Run 1, sequential cells colored by netlist name:
Scale bar: 20 um. Other sequential cells in the stronger gray, the rest of the logic in the fainter gray.
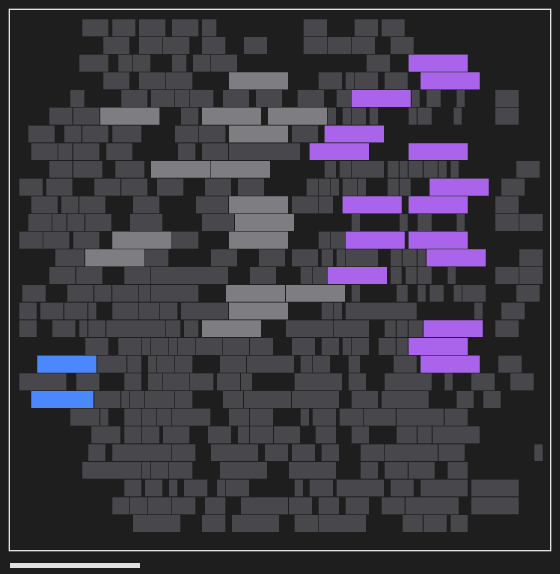
Run 1, logic cells by family:
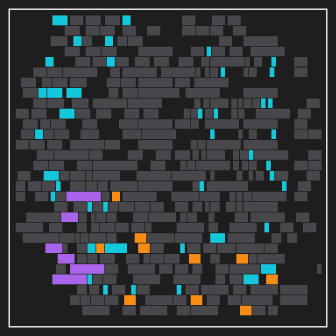
Run 1, wires at chosen ports, followed through buffers:
Scale bar: 20 um.
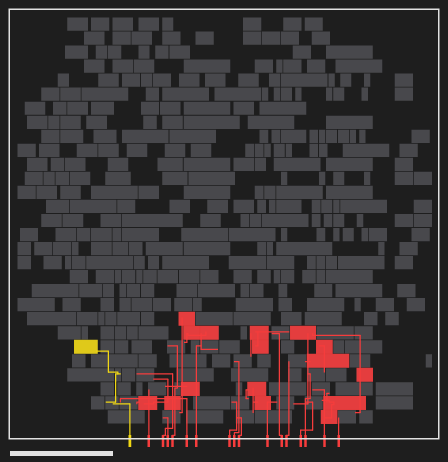
### src/rtl/mem_stage_ctrl_pkg.sv
// Shared types and constants for the LC-3b memory-stage controller.
package mem_stage_ctrl_pkg;

  typedef logic [15:0] lc3b_word;
  typedef logic [1:0]  lc3b_mem_wmask;
  typedef logic [3:0]  lc3b_mem_cs;

  // Bit positions inside the memory-stage control nibble
  localparam int CS_MEM_RD   = 0;
  localparam int CS_MEM_WR   = 1;
  localparam int CS_BYTE     = 2;
  localparam int CS_INDIRECT = 3;

  typedef enum logic [1:0] {
    IDLE = 2'd0,
    IND  = 2'd1,
    ACC  = 2'd2,
    DONE = 2'd3
  } lc3b_memstate_t;

  // Memory is word-addressed on the bus; the byte lane is chosen separately
  function automatic lc3b_word word_align(input lc3b_word addr);
    return {addr[15:1], 1'b0};
  endfunction

endpackage

### src/rtl/mem_stage_ctrl_align.sv
// Byte-lane steering: write mask, store-data replication, load extract/sign-extend.
module mem_byte_align
  import mem_stage_ctrl_pkg::*;
(
  input  logic          addr_lsb,
  input  logic          is_byte,
  input  lc3b_word      store_data,
  input  lc3b_word      read_data,
  output lc3b_mem_wmask byte_enable,
  output lc3b_word      wdata,
  output lc3b_word      load_value
);

  // Word accesses pass straight through; byte accesses pick the lane from addr_lsb
  // NOTE: every output gets a default first so no path leaves it unassigned (no latch).
  always_comb begin
    byte_enable = 2'b11;
    wdata       = store_data;
    load_value  = read_data;
    if (is_byte) begin
      byte_enable = addr_lsb ? 2'b10 : 2'b01;
      wdata       = {store_data[7:0], store_data[7:0]};
      load_value  = addr_lsb ? {{8{read_data[15]}}, read_data[15:8]}
                             : {{8{read_data[7]}},  read_data[7:0]};
    end
  end

endmodule

### src/rtl/register.sv
// Generic loadable register with asynchronous active-high clear.
module register #(
  parameter int WIDTH = 16
) (
  input  logic             clk,
  input  logic             reset,
  input  logic             load,
  input  logic [WIDTH-1:0] d,
  output logic [WIDTH-1:0] q
);

  // Capture d when load is asserted, clear on reset
  // NOTE: sequential state is written with <= so every flop samples pre-edge values.
  always_ff @(posedge clk or posedge reset) begin
    if (reset)
      q <= '0;
    else if (load)
      q <= d;
  end

endmodule

### src/rtl/mem_stage_ctrl.sv
// Memory-stage controller: runs the data-memory handshake for word/byte and
// indirect loads/stores, stalls upstream until done, returns aligned load data.
module mem_stage_ctrl
  import mem_stage_ctrl_pkg::*;
(
  input  logic          clk,
  input  logic          reset,
  input  lc3b_word      sr_address,
  input  lc3b_word      sr_data,
  input  lc3b_mem_cs    sr_cs,
  input  logic          mem_resp,
  input  lc3b_word      mem_rdata,
  output lc3b_word      mem_address,
  output lc3b_word      mem_wdata,
  output logic          mem_read,
  output logic          mem_write,
  output lc3b_mem_wmask mem_byte_enable,
  output lc3b_word      load_data,
  output logic          stall,
  output logic          done
);

  lc3b_memstate_t state, next_state;

  logic          req, is_rd, is_wr, is_byte, is_ind;
  logic          ptr_load, load_capture;
  lc3b_word      pointer, target;
  lc3b_mem_wmask align_be;
  lc3b_word      align_wdata, align_load;

  // Read wins when both request bits are set
  assign is_rd   = sr_cs[CS_MEM_RD];
  assign is_wr   = sr_cs[CS_MEM_WR] & ~sr_cs[CS_MEM_RD];
  assign req     = sr_cs[CS_MEM_RD] | sr_cs[CS_MEM_WR];
  assign is_byte = sr_cs[CS_BYTE];
  assign is_ind  = sr_cs[CS_INDIRECT];
  assign target  = is_ind ? pointer : sr_address;

  // Pointer fetched by the first access of an indirect operation
  register #(.WIDTH(16)) pointer_reg (
    .clk   (clk),
    .reset (reset),
    .load  (ptr_load),
    .d     (mem_rdata),
    .q     (pointer)
  );

  mem_byte_align u_align (
    .addr_lsb    (target[0]),
    .is_byte     (is_byte),
    .store_data  (sr_data),
    .read_data   (mem_rdata),
    .byte_enable (align_be),
    .wdata       (align_wdata),
    .load_value  (align_load)
  );

  // State register
  always_ff @(posedge clk or posedge reset) begin
    if (reset)
      state <= IDLE;
    else
      state <= next_state;
  end

  // Load result register; holds until the next completed read
  // NOTE: load_data is cleared on reset because writeback may observe it before any load.
  always_ff @(posedge clk or posedge reset) begin
    if (reset)
      load_data <= '0;
    else if (load_capture)
      load_data <= align_load;
  end

  // Next-state and memory-port outputs, decoded from state
  always_comb begin
    next_state      = state;
    mem_address     = '0;
    mem_wdata       = '0;
    mem_read        = 1'b0;
    mem_write       = 1'b0;
    mem_byte_enable = 2'b00;
    stall           = 1'b0;
    done            = 1'b0;
    ptr_load        = 1'b0;
    load_capture    = 1'b0;
    unique case (state)
      IDLE: begin
        // Stall in the same cycle the request appears; silent while reset holds
        stall = req & ~reset;
        if (req)
          next_state = is_ind ? IND : ACC;
      end
      IND: begin
        mem_read    = 1'b1;
        mem_address = word_align(sr_address);
        stall       = 1'b1;
        ptr_load    = mem_resp;
        if (mem_resp)
          next_state = ACC;
      end
      ACC: begin
        mem_address  = word_align(target);
        stall        = 1'b1;
        load_capture = mem_resp & is_rd;
        if (is_rd) begin
          mem_read = 1'b1;
        end else if (is_wr) begin
          mem_write       = 1'b1;
          mem_byte_enable = align_be;
          mem_wdata       = align_wdata;
        end
        if (mem_resp)
          next_state = DONE;
      end
      DONE: begin
        done       = 1'b1;
        next_state = IDLE;
      end
      default: next_state = IDLE;
    endcase
  end

endmodule

### config.mk
export PLATFORM = sky130hd
export DESIGN_NAME = mem_stage_ctrl
export DESIGN_NICKNAME = d
export VERILOG_FILES = /design/src/rtl/mem_stage_ctrl_pkg.sv /design/src/rtl/mem_stage_ctrl_align.sv /design/src/rtl/register.sv /design/src/rtl/mem_stage_ctrl.sv
export SDC_FILE = /design/constraint.sdc
export NUM_CORES = 1
export LEC_CHECK = 0
export CORE_UTILIZATION = 33
export DETAILED_ROUTE_END_ITERATION = 10
export PLACE_DENSITY = 0.68
export SYNTH_ARGS = -nofsm -noshare
export SYNTH_HDL_FRONTEND = slang
export SYNTH_SLANG_ARGS = --single-unit
### constraint.sdc
create_clock -name clk -period 2.1 [get_ports clk]
set_input_delay 0.42 -clock clk [delete_from_list [all_inputs] [get_ports clk]]
set_output_delay 0.42 -clock clk [all_outputs]
set_load 0.05 [all_outputs]
==> Slide: Implementation Results, run 1 <==
Key Metrics from the Run

Logic synthesis
  – EDFF count, synth: 0
  – Yosys top cell by instances: nor2_1
  – Yosys stat cell total: 228
  – XOR Share, Synth: 0
  – Simple Share, Synth: 0.147
  – Dominant combinational family: multiplexers
  – Main area contributors: dfrtp_1 39%, mux2_2 17%, nor2_1 7.1%, mux2i_1 5.6%, a22oi_1 5.2%
  – Mux share: 0.234
  – Post-Syn Nets: 289
  – Avg Synthesized Cell Area: 9.49 um^2

Finish
  – Final Cell Area: just over 0.004 mm^2
  – Dominant class by area: buffers
  – Layout cells sized above 1: 0.429
  – Non-Clock Inverter Count: 8
  – CLK BUF: 5
  – Number of logic gates: 170

GRT
  – Largest net degree at the start of global routing: 35
  – First-pass GRT wire length: roughly 11,000 um
  – Vias in the first global route: 2,081
  – Global-route usage over all layers: 0.198
  – Grt met2 use: 0.341

Worst setup path
  – Critical Path AT: between 1500 and 2000 ps
  – Nature of the critical path endpoint: primary output
  – RR Endpoint: load_data[15]
  – Instance count on the critical path: 7
  – Cell family with most CP delay: buffers and inverters
  – Worst setup SP type: flop
  – Crit path from: state[0]
  – Setup CP Type: flop to primary output
  – Worst path cell trace: inv_2 > buf_4 > ha_4 > inv_4 > buf_12 > nor2_2 > buf_6

Status
  – Status: finished clean

Flow run
  – Max-cap violation count: 0

Power and ir drop
  – Clock network power: 0.724 mW
  – Switch Pwr: 2.95 mW
  – Clock power frac: 0.117
  – Static Leak: between 1.5 and 2 nW
  – Comb pwr share: 0.688

Clock network
  – CTS hold repair buffers: 0
  – Setup Fix Bufs, Post-CTS: 3
  – Clock transition at path regs: about 70 ps
  – Root Buffer: clkbuf_8
  – CTS sink count: 34

Worst hold path
  – Hold path depth: 1

Detailed routing
  – Vias/cell: 5.04
  – Routed length on met1: about 3100 um
  – Detail Route Antenna Nets: 0

STA
  – Final Hold Violating Endpoints: 0
  – Setup tns final: 0 ps
  – Final Skew: 5.24 ps
  – Fin crit share: 0.994
  – Slew Viols, Final: 0

Placement
  – GPL Wtd Cong: 0.790

Floorplan
  – Init Core Util: 0.341
-- 'sequential cells colored by netlist name' (at the start) --
name in the netlist	color	placed flops
`load_data`	purple	16
`state`	blue	2
not colored	16
sequential cell power: 1.20 mW
Seq/total area: 0.210
Seq. cell area: 852 um^2
final core occ: 0.640

-- 'logic cells by family' (at the start) --
family	color	cells	where
adder and majority cells	purple	6	bottom left
NOR gates	cyan	42	spread over the die
AND and OR gates	orange	10	bottom middle

-- 'wires at chosen ports, followed through buffers' (at the start) --
port	color	bits	direction	edge	end cells	wire
`done`	yellow	1	output	bottom	1	26.3 um
`sr_data`	red	16	input	bottom	16	337 um
# IOs: 109
# port buffers: 107

[run 1: worst register-to-register path, cell delays in order, from the launching register on]
cell	delay, ps
dfrtp_1	400
inv_2	110
ha_4	140
buf_4	230
and3_1	250
buf_12	190
nor2_1	70
a31oi_1	140
[run 1: per-stage QoR]
stage	power, mW	utilization	hold WS [ps]	setup WS [ps]
after floorplan	3.60	-	365	-181
after global placement	4.89	0.565	489	-181
after detailed placement	4.94	0.565	493	-210
after CTS	5.79	0.604	510	-46.9
after global routing	6.50	0.640	532	-72.0
final	6.18	0.640	511	11.9
[run 1: flip-flops by register name, indices dropped and copies added, names as in the netlist]
name / cells
load_data: 16
pointer_reg.q: 16
state: 2
==> run 1 -> run 2 <==
--- a/config.mk
+++ b/config.mk
@@ -5,9 +5,9 @@
 export SDC_FILE = /design/constraint.sdc
 export NUM_CORES = 1
 export LEC_CHECK = 0
-export CORE_UTILIZATION = 33
+export CORE_UTILIZATION = 36
 export DETAILED_ROUTE_END_ITERATION = 10
-export PLACE_DENSITY = 0.68
+export PLACE_DENSITY = 0.76
 export SYNTH_ARGS = -nofsm -noshare
 export SYNTH_HDL_FRONTEND = slang
 export SYNTH_SLANG_ARGS = --single-unit
==> constraint.sdc (replaced) <==
create_clock -name clk -period 1.9 [get_ports clk]
set_input_delay 0.38 -clock clk [delete_from_list [all_inputs] [get_ports clk]]
set_output_delay 0.38 -clock clk [all_outputs]
set_load 0.05 [all_outputs]
Run 2, logic cells by family:
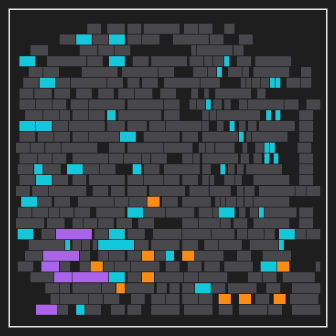
Commonest Layout Cell: clkdlybuf4s50_1
fin cells: 434
Comb area share: 0.358

==> Slide: Implementation Results, run 2 <==
Key Metrics from the Run

Finish
  – Final core occ: 0.780
  – Layout cells sized above 1: 0.522
  – Number of diodes: 0
  – Final Cell Area: about 0.0044 mm^2
  – Top flop regs: load_data (16), pointer_reg.q (16), state (2)

Logic synthesis
  – EDFF count, synth: 0
  – XOR Share, Synth: 0
  – Avg Synthesized Cell Area: 9.49 um^2
  – Dominant combinational family: multiplexers
  – Post-Syn Nets: 289
  – Yosys stat cell total: 228
  – Mux share: 0.234
  – Main area contributors: dfrtp_1 39%, mux2_2 17%, nor2_1 7.1%, mux2i_1 5.6%, a22oi_1 5.2%
  – Simple Share, Synth: 0.147
  – Post-synth top cells: 41 x nor2_1, 34 x dfrtp_1, 33 x mux2_2
  – Yosys top cell by instances: nor2_1
  – Ys flop type: dfrtp_1

Floorplan
  – # IOs: about 110
  – Init Core Util: 0.383
  – Core ar.: 0.00564 mm^2
  – Row Count: 27
  – Die width: just under 80 um

Clock network
  – Root Buffer: clkbuf_8
  – Htree depth: 2
  – Post-CTS Resized: 85
  – CTS hold repair buffers: 0
  – CTS sink count: 34
  – Clock transition at path regs: 80 ps
  – Setup Fix Bufs, Post-CTS: 9

Worst setup path
  – Critical Path AT: 1630 ps
  – Worst path cell trace: ha_4 > nand3b_1 > buf_6 > clkinvlp_4 > and2_4 > buf_12
  – Crit path from: state[1]
  – Slowest CP cell: dfrtp_2
  – Critical path peak fanout: 5
  – Nature of the critical path endpoint: primary output
  – CP max stage delay: approximately 460 ps
  – Setup CP Type: flop to primary output
  – Critical Path Sink: mem_wdata[0]
  – Instance count on the critical path: 6
  – RR Endpoint: pointer_reg.q[9]
  – Worst setup SP type: flop
  – Cell family with most CP delay: flip-flops

Power and ir drop
  – Clock power frac: 0.105
  – Static Leak: around 1.8 nW
  – Switch Pwr: 3.67 mW
  – Sequential cell power: 1.34 mW
  – Comb pwr share: 0.720
  – Peak supply drop: between 1 and 1.5 mV
  – Seq pwr share: 0.174
  – PD cells: 1750 mW/mm^2
  – Clock network power: between 0.8 and 0.9 mW
  – Total power: 7.68 mW

Detailed routing
  – Routed length on met1: 3170 um
  – DR WL met2: about 4400 um
  – Detail Route Antenna Nets: 0
  – Drt first pass iters: 4
  – Vias/cell: around 5.3

Placement
  – GPL Wtd Cong: 0.817
  – # port buffers: between 100 and 150
  – Dpl ws: -410 ps

STA
  – Setup violators final: 35
  – Final Hold Violating Endpoints: 0
  – WHS: 516 ps
  – Fmax: 0.499 GHz
  – Final worst setup slack: -106 ps
  – Fin crit share: 1.06
  – Slew Viols, Final: 0
  – Setup tns final: -2420 ps
  – Final Skew: ~7.5 ps

Worst hold path
  – Hold path depth: 1
  – Hold WC Path Type: flop to flop

GRT
  – Vias in the first global route: approximately 2,400
  – Gr ovfl total: 0
  – First-pass GRT wire length: between 10,000 and 15,000 um
  – Global-route usage over all layers: 0.262
  – Largest net degree at the start of global routing: 35
  – Grt met2 use: 0.484

Status
  – Status: complete, but fails checks
  – Failing checks: setup timing

Flow run
  – Max-cap violation count: 0
Run 2, zoomed window:
Scale bar: 10 um. Region (7, 7) to (32, 32) um. Cells in gray, sequential cells in the stronger gray; small squares are vias.
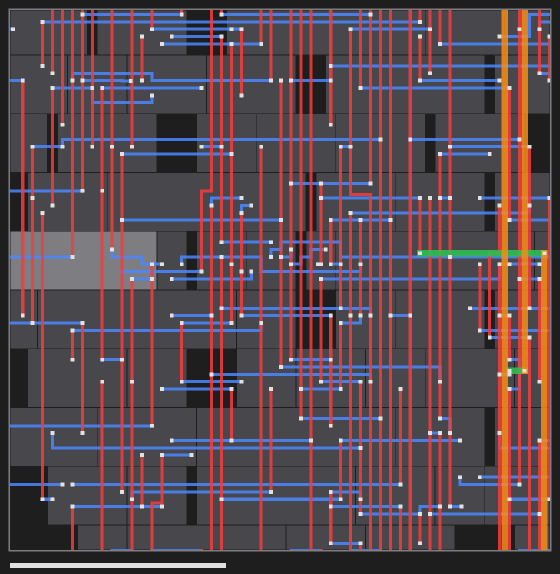
layer	color
met2	red
met1	blue
met4	orange
met3	green
netlist names of flops here include	`state` (1)
most frequent	clkdlybuf4s50_1 (7), buf_4 (7), buf_6 (4)
cells with their middle in the window	47
sequential cells in the window	1

==> run 2: cell types whose count changed in the layout (fill, tap and decap cells not counted), sizes merged <==
cell	previous run	this run
buf	64	77
clkdlybuf4s50	68	61
bufbuf	1	0
clkbuf	5	6
clkdlybuf4s15	0	1
dlygate4sd2	0	1
==> run 2: final cells by class <==
type | count | area [um^2] | area share
repair buffers | 142 | 1690 | 0.384
clock buffers | 5 | 68.8 | 0.0156
inverters | 7 | 46.3 | 0.0105
well taps | 72 | 90.1 | 0.0205
repair inverters | 1 | 7.51 | 0.00171
clock inverters | 3 | 68.8 | 0.0156
multi-input cells | 170 | 1580 | 0.358
flip-flops and latches | 34 | 852 | 0.194
Power figures rest on the tool's default switching activity, not on a simulated workload.
